run_1/clk_routes.png
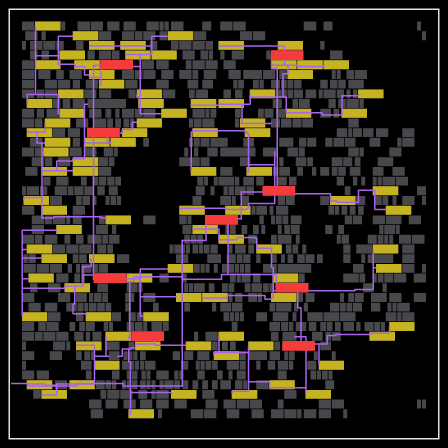
run_1/wires.png
The bar under the picture is 20 um long.
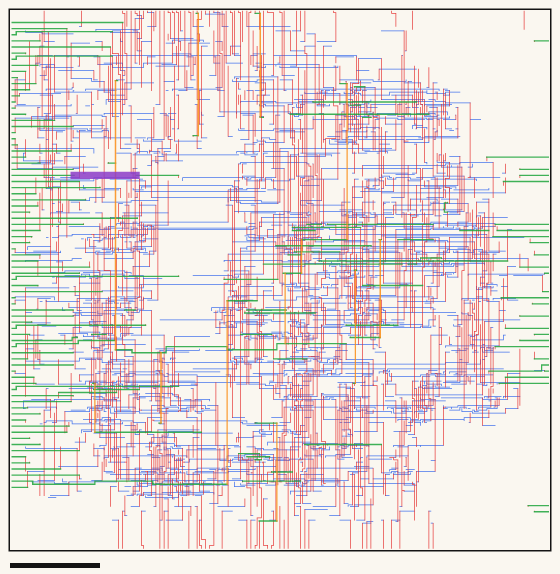
run_1/congestion.png
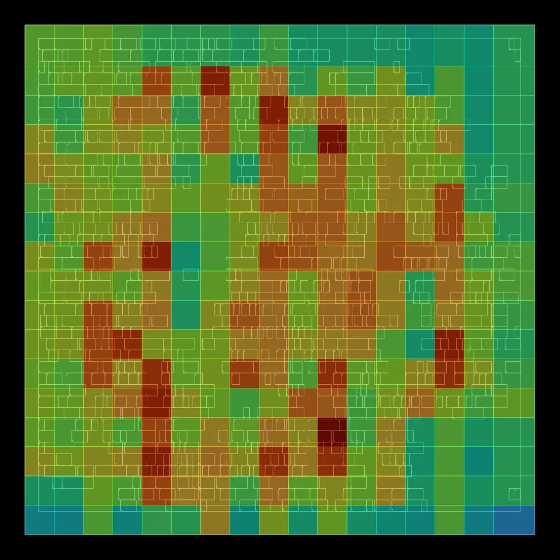
run_1/logic_types.png
The bar under the picture is 20 um long.
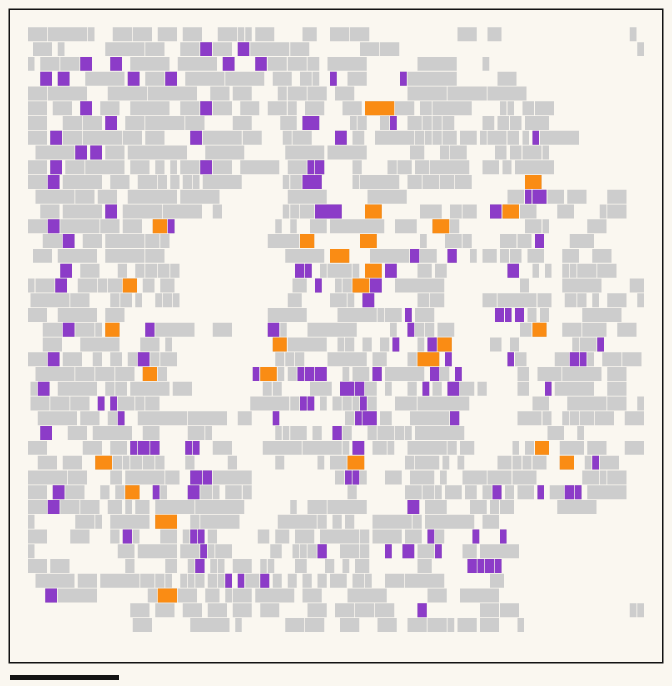
## src/rtl/iob2axi_rd_burst.sv

```systemverilog
// Native-to-AXI4 read bridge: splits a (start addr, beat count) request into INCR bursts, one outstanding.
// Optional macro IOB2AXI_RD_4K_SPLIT_EN additionally bounds each burst so it never crosses a 4 KB page.
module iob2axi_rd_burst #(
  parameter int ADDR_W        = 32,
  parameter int DATA_W        = 32,
  parameter int TRANS_LEN_W   = 16,
  parameter int MAX_BURST_LEN = 256,
  parameter int AXI_ID_W      = 1
) (
  input  logic                   clk,
  input  logic                   rst,
  input  logic                   run,
  input  logic [ADDR_W-1:0]      addr,
  input  logic [TRANS_LEN_W-1:0] length,
  output logic                   ready,
  output logic                   error,
  input  logic                   s_valid,
  output logic [DATA_W-1:0]      s_rdata,
  output logic                   s_ready,
  output logic [AXI_ID_W-1:0]    m_axi_arid,
  output logic [ADDR_W-1:0]      m_axi_araddr,
  output logic [7:0]             m_axi_arlen,
  output logic [2:0]             m_axi_arsize,
  output logic [1:0]             m_axi_arburst,
  output logic                   m_axi_arlock,
  output logic [3:0]             m_axi_arcache,
  output logic [2:0]             m_axi_arprot,
  output logic [3:0]             m_axi_arqos,
  output logic                   m_axi_arvalid,
  input  logic                   m_axi_arready,
  input  logic [AXI_ID_W-1:0]    m_axi_rid,
  input  logic [DATA_W-1:0]      m_axi_rdata,
  input  logic [1:0]             m_axi_rresp,
  input  logic                   m_axi_rlast,
  input  logic                   m_axi_rvalid,
  output logic                   m_axi_rready
);
  localparam int BYTES = DATA_W / 8;
  localparam int SIZE  = $clog2(BYTES);

  typedef enum logic [1:0] {S_IDLE, S_ADDR, S_DATA} state_t;

  state_t                 r_state, w_state_nxt;
  logic [ADDR_W-1:0]      r_cur_addr;
  logic [TRANS_LEN_W-1:0] r_remaining;
  logic [8:0]             r_beat_cnt;
  logic                   r_error;
  logic [DATA_W-1:0]      r_s_rdata;
  logic                   r_s_ready;

  logic [8:0]             w_blen;
  logic                   w_beat;
  logic                   w_last;
  logic [TRANS_LEN_W-1:0] w_rem_nxt;
  logic [ADDR_W-1:0]      w_addr_inc;
  logic                   w_unused;

  assign w_unused = ^m_axi_rid;

`ifdef IOB2AXI_RD_4K_SPLIT_EN
  logic [12:0] w_to4k;
  assign w_to4k = (13'd4096 - {1'b0, r_cur_addr[11:0]}) >> SIZE;
`endif

  // cur_addr/remaining stay constant for the whole burst, so blen is stable in ADDR and DATA
  always_comb begin
    w_blen = (32'(r_remaining) > MAX_BURST_LEN) ? 9'(MAX_BURST_LEN) : 9'(r_remaining);
`ifdef IOB2AXI_RD_4K_SPLIT_EN
    if (32'(w_to4k) < 32'(w_blen)) w_blen = 9'(w_to4k);
`endif
  end

  assign w_beat     = m_axi_rvalid & m_axi_rready;
  assign w_last     = (r_beat_cnt == w_blen - 9'd1);
  assign w_rem_nxt  = r_remaining - TRANS_LEN_W'(w_blen);
  assign w_addr_inc = ADDR_W'(w_blen) << SIZE;

  always_ff @(posedge clk) begin
    if (rst) r_state <= S_IDLE;
    else     r_state <= w_state_nxt;
  end

  always_comb begin
    w_state_nxt   = r_state;
    ready         = 1'b0;
    m_axi_arvalid = 1'b0;
    m_axi_rready  = 1'b0;
    case (r_state)
      S_IDLE: begin
        ready = 1'b1;
        if (run && length != '0) w_state_nxt = S_ADDR;
      end
      S_ADDR: begin
        m_axi_arvalid = 1'b1;
        if (m_axi_arready) w_state_nxt = S_DATA;
      end
      S_DATA: begin
        m_axi_rready = s_valid;
        if (w_beat && w_last) w_state_nxt = (w_rem_nxt != '0) ? S_ADDR : S_IDLE;
      end
      default: w_state_nxt = S_IDLE;
    endcase
  end

  always_ff @(posedge clk) begin
    if (rst) begin
      r_cur_addr  <= '0;
      r_remaining <= '0;
      r_beat_cnt  <= '0;
      r_error     <= 1'b0;
      r_s_rdata   <= '0;
      r_s_ready   <= 1'b0;
    end else begin
      r_s_rdata <= m_axi_rdata;
      r_s_ready <= w_beat;
      case (r_state)
        S_IDLE: if (run) begin
          r_error <= 1'b0;
          if (length != '0) begin
            r_cur_addr  <= addr;
            r_remaining <= length;
          end
        end
        S_ADDR: if (m_axi_arready) r_beat_cnt <= '0;
        S_DATA: if (w_beat) begin
          // bad response or misplaced rlast is flagged but the burst still runs to its count
          if (m_axi_rresp != 2'b00 || m_axi_rlast != w_last) r_error <= 1'b1;
          if (w_last) begin
            r_remaining <= w_rem_nxt;
            r_cur_addr  <= r_cur_addr + w_addr_inc;
          end else begin
            r_beat_cnt <= r_beat_cnt + 9'd1;
          end
        end
        default: ;
      endcase
    end
  end

  assign error         = r_error;
  assign s_rdata       = r_s_rdata;
  assign s_ready       = r_s_ready;
  assign m_axi_arid    = '0;
  assign m_axi_araddr  = r_cur_addr;
  assign m_axi_arlen   = 8'(w_blen - 9'd1);
  assign m_axi_arsize  = 3'(SIZE);
  assign m_axi_arburst = 2'b01;
  assign m_axi_arlock  = 1'b0;
  assign m_axi_arcache = 4'b0010;
  assign m_axi_arprot  = 3'b010;
  assign m_axi_arqos   = 4'b0000;
endmodule

```

## config.mk

```make
export PLATFORM = sky130hd
export DESIGN_NAME = iob2axi_rd_burst
export DESIGN_NICKNAME = d
export VERILOG_FILES = /design/src/rtl/iob2axi_rd_burst.sv
export SDC_FILE = /design/constraint.sdc
export NUM_CORES = 1
export LEC_CHECK = 0
export CORE_MARGIN = 3
export CORE_UTILIZATION = 40
export CTS_CLUSTER_DIAMETER = 30
export DETAILED_ROUTE_END_ITERATION = 10
export PLACE_DENSITY = 0.75
export SLEW_MARGIN = 25
export SYNTH_ARGS = -nofsm -noshare
export SYNTH_HDL_FRONTEND = slang
export SYNTH_SLANG_ARGS = --single-unit
```

## constraint.sdc

```tcl
create_clock -name clk -period 7.15 [get_ports clk]
set_input_delay 2.145 -clock clk [delete_from_list [all_inputs] [get_ports clk]]
set_output_delay 2.145 -clock clk [all_outputs]
set_load 0.1 [all_outputs]
```

==> run notes, run 1 <==
The number of distinct library cell variants in the gate-level netlist after synthesis came out at 60. The worst slack at placement was 1.27 ns; the yosys synthesis chip area was 5210 um2. The tools report the start point of the worst min-delay path as m_axi_araddr[0].

The post-synthesis simple-gate area fraction came out at 0.257. The die covers 14400 um2. The peak supply drop was 0.160 mV; the worst slew slack as a fraction of its limit was 0.311.

Max-cap violation count: 0. The met1 demand-to-capacity share in global routing is 0.260, and the growth of design area from synthesis to finish is 37.9%. The tally of buffers added on design ports came out at 165.

The iteration count of the initial detailed-routing pass came out at 4. The layout cell share with drive strength beyond 1 was 0.0464; the final worst-path cycle share was 0.877. Number of cells on the worst hold path: 2. The launch point of the critical path was reported as r_remaining[2]. The remaining global-route overflow was 0. The number of remaining DRC errors is 0.

The run finished with clean final reports. The HPWL after detailed placement is 11.3 mm, and the post-synthesis adder-cell area fraction is 0.0327. Startpoint of the lowest-slack register-to-register path: r_remaining[2].

The cell area after layout was 7180 um2. Once placement completed, the tool counted placed cells totaling 952. The largest individual stage delay along the critical path comes from the cell sky130_fd_sc_hd__clkdlybuf4s50_1. The hold buffer count at cts came out at 0.

The synthesis log from Yosys contains 0 warnings. Counting the fill cells in the layout gives 1197. The most frequently used library cell after synthesis is sky130_fd_sc_hd__dfxtp_1. The type of the tightest min-delay check is flip-flop to flip-flop.

In the post-synthesis netlist, the biggest area contributors are sky130_fd_sc_hd__dfxtp_1, sky130_fd_sc_hd__a21oi_1, sky130_fd_sc_hd__nand2_1, sky130_fd_sc_hd__nor2b_1, sky130_fd_sc_hd__nor2_1. The run gives 0.160 GHz as the achievable frequency. Proportion of register bits with asynchronous set or reset after synthesis: 0. With the maximum net fanout on the critical path at 13, the area of placed instances is 6840 um2.

For hold timing, the worst endpoint is m_axi_araddr[0]. The clock period minus final worst setup slack was 6.27 ns. The leading area contributor after synthesis was sky130_fd_sc_hd__dfxtp_1. The synthesis report names the predominant flop master as sky130_fd_sc_hd__dfxtp_1. The number of cells on the worst reg-to-reg path is 16. The root buffer selected by CTS is sky130_fd_sc_hd__clkbuf_16. The tools report the layout net count as 895. The logs give 0.358 for the register area share after synthesis and 1800 uW for the sum of internal, switching and leakage power. The synth_stat.txt file lists the number of cells as 660. The power per standard cell area was 251 nW/um2; the signal arrival time at the worst endpoint was 4.12 ns.

The area share of the leading cell type in the synthesized netlist was 0.358; the number of global-route vias before repair was 5044. After floorplanning, the core was divided into 41 placement rows. For the area of the core, the log shows 12700 um2.

Setup total negative slack on the finished layout was measured at 0 ns. Sorting the synthesized cells by how often they occur yields sky130_fd_sc_hd__dfxtp_1, sky130_fd_sc_hd__nand2_1, sky130_fd_sc_hd__a21oi_1. Across all register-to-register paths, the minimum setup slack is 1.91 ns. The main logic family after synthesis was simple AND/OR/NAND/NOR gates. Number of logged tool warnings: 27.

The run gives 0.454 ns as the final worst hold slack. The run gives 5.01 ns as the required time at the worst-slack endpoint. The xor/xnor cell area share of the yosys netlist came out at 0.0353. Entering global routing, the biggest net connects 82 pins.

The number of antenna violations at the first check in global routing was 1. The CTS report gives the tree buffer count as 9. The dominant delay contributor by cell family on the critical path is simple AND/OR/NAND/NOR gates. Each instance of the synthesized netlist takes up on average 7.89 um2. The initial cell density of the core was 0.411; the count of endpoints failing setup in the final report was 0.

The critical path ends at m_axi_arlen[2]. The final hold violation count was 0; the post-CTS repair timing setup buffer count was 0. The routed design shows a via density per instance of 5.49. With the final setup skew at 0.00717 ns, the clock slew seen by the registers of the worst setup and hold paths is 0.08 ns. The tools report the antenna diode instance count as 0.

Listed in order, past its start point the critical path passes or4_1, o21a_1, nor2_1, nand2_1, ha_1, xor2_1, clkdlybuf4s50_1. The proportion of synthesized area in mux cells was 0.0156.
Notes on clk_routes.png above:
[clock drivers] red | count: 9
[clock wires] purple | length: 1320 um
[flip-flops] yellow | count: 93
routed clock nets: 10
clock network fraction of total power: 0.287
clk_lat worst skew: 0.36 ns
clock network power consumption: 517 uW

Notes on wires.png above:
| layer | colour | wire length |
|---|---|---|
| metal 3 | green | 1510 um |
| metal 2 | red | 7630 um |
| metal 1 | blue | 6460 um |
| metal 5 | purple | 13.8 um |
| metal 4 | orange | 304 um |
wire length reported by the detailed router: 15.9 mm
per-cell routed wire length: 16.4 um
global-route total usage across every layer: 0.216
via count: 5315

Notes on congestion.png above:
most congested layer reported by global routing: met2
GR met2 Demand/Resource: 0.356
global-route met3 utilization: 0.0740
final design utilization: 0.566

Notes on logic_types.png above:
| family | colour | cells |
|---|---|---|
| AND-OR and OR-AND gates | orange | 26 |
| NOR gates | purple | 132 |
top logic cell by instance count in the layout: sky130_fd_sc_hd__clkdlybuf4s50_1
number of standard cells in the layout, taps in and fillers out: 969
combinational share of cell area: 0.425

==> run 1: where the power goes <==
part | switching (uW) | internal (uW)
Sequential | 38.4 | 552
Combinational | 494 | 197
Clock | 236 | 281
==> run 1: layer usage <==
metal / share of wire / wire length (um)
met5: 0.00082 / 13
met4: 0.019 / 303
met3: 0.095 / 1510
met2: 0.48 / 7630
met1: 0.41 / 6460
==> run 1: area by class of cell <==
| class | instances | area [um2] | area share |
|---|---|---|---|
| Multi-Input combinational cell | 506 | 3050 | 0.425 |
| Clock buffer | 9 | 225 | 0.0314 |
| Clock inverter | 7 | 88.8 | 0.0124 |
| Inverter | 13 | 48.8 | 0.00680 |
| Tap cell | 172 | 215 | 0.0300 |
| Sequential cell | 93 | 1860 | 0.259 |
| Timing Repair Buffer | 169 | 1690 | 0.235 |
==> run 2: changes to the inputs <==
--- a/config.mk
+++ b/config.mk
@@ -5,11 +5,12 @@
 export SDC_FILE = /design/constraint.sdc
 export NUM_CORES = 1
 export LEC_CHECK = 0
+export ABC_AREA = 1
 export CORE_MARGIN = 3
 export CORE_UTILIZATION = 40
 export CTS_CLUSTER_DIAMETER = 30
 export DETAILED_ROUTE_END_ITERATION = 10
-export PLACE_DENSITY = 0.75
+export PLACE_DENSITY = 0.72
 export SLEW_MARGIN = 25
 export SYNTH_ARGS = -nofsm -noshare
 export SYNTH_HDL_FRONTEND = slang
run_2/wires.png
The bar under the picture is 50 um long.
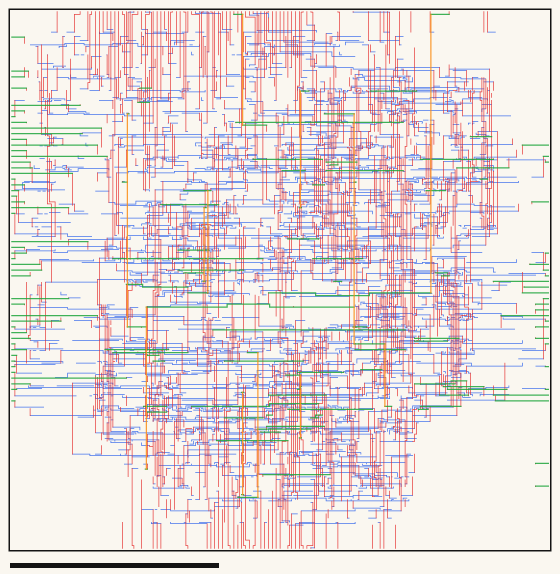
| layer | colour | wire length |
|---|---|---|
| metal 2 | red | 8240 um |
| metal 3 | green | 1200 um |
| metal 1 | blue | 7900 um |
| metal 4 | orange | 397 um |
per-cell routed wire length: 13.5 um
wire length reported by the detailed router: 17.7 mm
global-route total usage across every layer: 0.209
via count: 6564

run_2/logic_types.png
The bar under the picture is 50 um long.
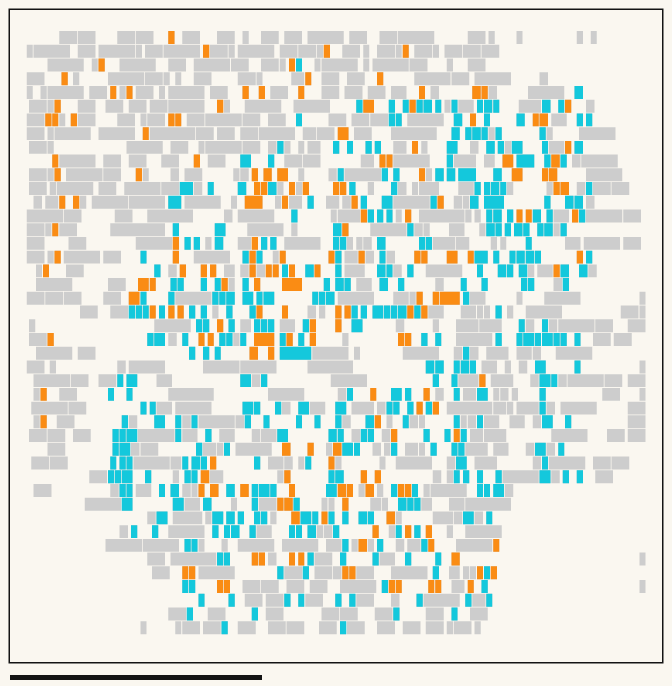
| family | colour | cells |
|---|---|---|
| NOR gates | orange | 182 |
| NAND gates | cyan | 390 |
number of standard cells in the layout, taps in and fillers out: 1316
top logic cell by instance count in the layout: sky130_fd_sc_hd__nand2_1

==> run 2 against run 1 <==
Die size increased by 16%. Largest cell class unchanged. Clock skew grew 0.0035 ns. Synthesized cell count increased by 50%. Maximum frequency is 5.9% higher.
==> run notes, run 2 <==
The flow ran to the end, and the final reports show no timing, DRC or antenna violations. With the placed instance count at 1300 (+37%), the number of warning messages in the yosys log is 0 (unchanged). Source of the critical timing path: r_remaining[2]. The proportion of register bits with asynchronous set or reset after synthesis is 0 (unchanged), and the final design utilization is 0.547 (-0.0191). The final worst-path cycle share was 0.828 (-0.0492); the fraction of area in registers was 0.231 (-0.0280). Pin count of the biggest net entering global routing: 76 (-7.3%). The tally of buffers added on design ports is 165 (unchanged).

The tools report the start point of the worst min-delay path as error. The run gives 2370 uW (+210%) as the net switching power figure. The cell kind with the greatest summed area was logic gates. The tools report the power in sequential cells as 809 uW (+37%). The number of buffers inserted during clock tree synthesis is 9 (unchanged). The yosys synthesis chip area was 6070 um2 (+17%). The register cell area after layout is 1860 um2 (unchanged). The post-synthesis simple-gate area fraction is 0.406 (+0.149). The number of cells on the worst hold path was 2 (unchanged).

The part of the power in registers came out at 0.203 (-0.125). The row count is 44 (+7.3%). The tools report the number of logic gates as 736 (+45%).

The run gives 0 ns (unchanged) as the sum of negative setup slack. The achievable frequency was 0.169 GHz (+5.9%). Proportion of synthesized area in mux cells: 0.00185 (-0.0138). The run gives 170 (+0.59%) for the layout buffer count excluding clock buffers. With the clock share of power at 0.132 (-0.155), the power per standard cell area is 496 nW/um2 (+98%). The clock tree buffer count of the final layout is 9 (unchanged).

The biggest area contributor in the post-synthesis netlist is sky130_fd_sc_hd__dfxtp_1. The xor/xnor cell area share of the yosys netlist is 0.0375 (+0.00217). The power group with the highest consumption is combinational cells. The tools report the hold-critical path endpoint as error. The HPWL after detailed placement is 13.0 mm (+15%), and the area share of the leading cell type in the synthesized netlist is 0.307 (-0.0511).

For reference, the most critical setup path is categorized as flip-flop to output pin. The floorplan die area is 16700 um2 (+16%). The layout cell share with drive strength beyond 1 came out at 0.0398 (-0.00667). The most instantiated library cell after synthesis was sky130_fd_sc_hd__nand2_1.

The maximum net fanout on the critical path works out to 11 (-2). The required time at the worst-slack endpoint came out at 5.01 ns (about the same). The and-or/or-and share of the synthesized area works out to 0.0927.

The clock period minus final worst setup slack came out at 5.92 ns (-0.352 ns). The power dissipated in the clock network is 527 uW (+2%). The reg-to-reg setup timing slack was 3.06 ns (+1.15 ns). The count of endpoints failing setup in the final report is 0 (unchanged), and the worst-skew pair later-pin latency is 0.36 ns (about the same).

The clock-cell share of area was 0.0401 (-0.00363). After synthesis, the most frequently instantiated cells are sky130_fd_sc_hd__nand2_1, sky130_fd_sc_hd__nor2_1, sky130_fd_sc_hd__inv_1. The inserted tap cell count came out at 184 (+7.0%).

The run gives 0 (unchanged) as the max-cap violation count. The endpoint identified for the worst register-to-register timing path is r_remaining[0]. The cell count in the Yosys report is 987 (+50%), and the switching power share of the total is 0.596 (+0.168). The startpoint of the lowest-slack register-to-register path is r_remaining[2].

The tightest min-delay check is of the flip-flop to flip-flop type. The run gives 46 (-23%) for the number of distinct library cell variants in the gate-level netlist after synthesis. The remaining global-route overflow was 0 (unchanged); the growth of design area from synthesis to finish was 32.5%. The run gives 14700 um2 (+16%) as the area of the core. The layout net count is 1230 (+37%), and the number of logged tool warnings is 27 (unchanged). The initial cell density of the core is 0.413 (+0.00229), and the peak supply drop is 0.271 mV (+69%).

The antenna diode instance count was 0 (unchanged); the register area share after synthesis was 0.307 (-0.0511). The run gives 0.0280 (-0.00467) for the post-synthesis adder-cell area fraction. Number of antenna violations at the first check in global routing: 0 (-1). The tools report the final hold violation count as 0 (unchanged). The most critical setup path has its endpoint at m_axi_arlen[6]. The run gives 2650 uW (+280%) for the power of the combinational group. The routed via count divided by cell count is 4.99 (-9.1%), and the average instance area after synthesis is 6.15 um2 (-22%). The non-clock buffering overhead in the final layout was 0.209 (-0.0263). For the final worst hold slack, the log shows 0.452 ns (-0.00276 ns). The tools report the internal portion of total power as 1610 uW (+56%).

The logic area is 3510 um2 (+15%), and the post-CTS repair timing setup buffer count is 0 (unchanged). The area of placed instances is 7720 um2 (+13%), and the flop count is 93 (unchanged). The run gives 0.325 (+0.0138) as the worst slew slack as a fraction of its limit. The run gives 0.0107 ns (+0.00352 ns) as the final setup skew. For this run, the leading register cell type out of synthesis is sky130_fd_sc_hd__dfxtp_1.

With the signal arrival time at the worst endpoint at 3.77 ns (-0.35 ns), the number of remaining DRC errors is 0 (unchanged). The cell with the biggest individual delay on the critical path was sky130_fd_sc_hd__clkdlybuf4s50_1.
run 2: logic make-up (layout without fill, tap and decap cells):
kind of cell / after synthesis / after routing
xor+xnor: 26 / 26
fa+ha+maj: 13 / 13
compound gates: 100 / 100
simple gates: 577 / 577
flops: 93 / 93
mux: 1 / 1
other cells: 2 / 19
buf+inv: 175 / 303
run 2: routing by layer:
layer | wire length [um] | track usage | vias to the layer above
li1 | - | - | 3385
met1 | 7900 | 0.277 | 2920
met2 | 8240 | 0.338 | 231
met3 | 1200 | 0.0387 | 28
met4 | 397 | 0.0828 | 0
met5 | 0 | 0 | -
run 2: through the flow:
step                setup WS, ns  power [uW]
global placement            1.67        3450
detailed placement          1.64        3460
global route               0.934        4270
finish                      1.23        3990
CTS                         1.22        3990
floorplan                   1.55        2920
No activity file was given, so power comes from the tool's default toggle rates.
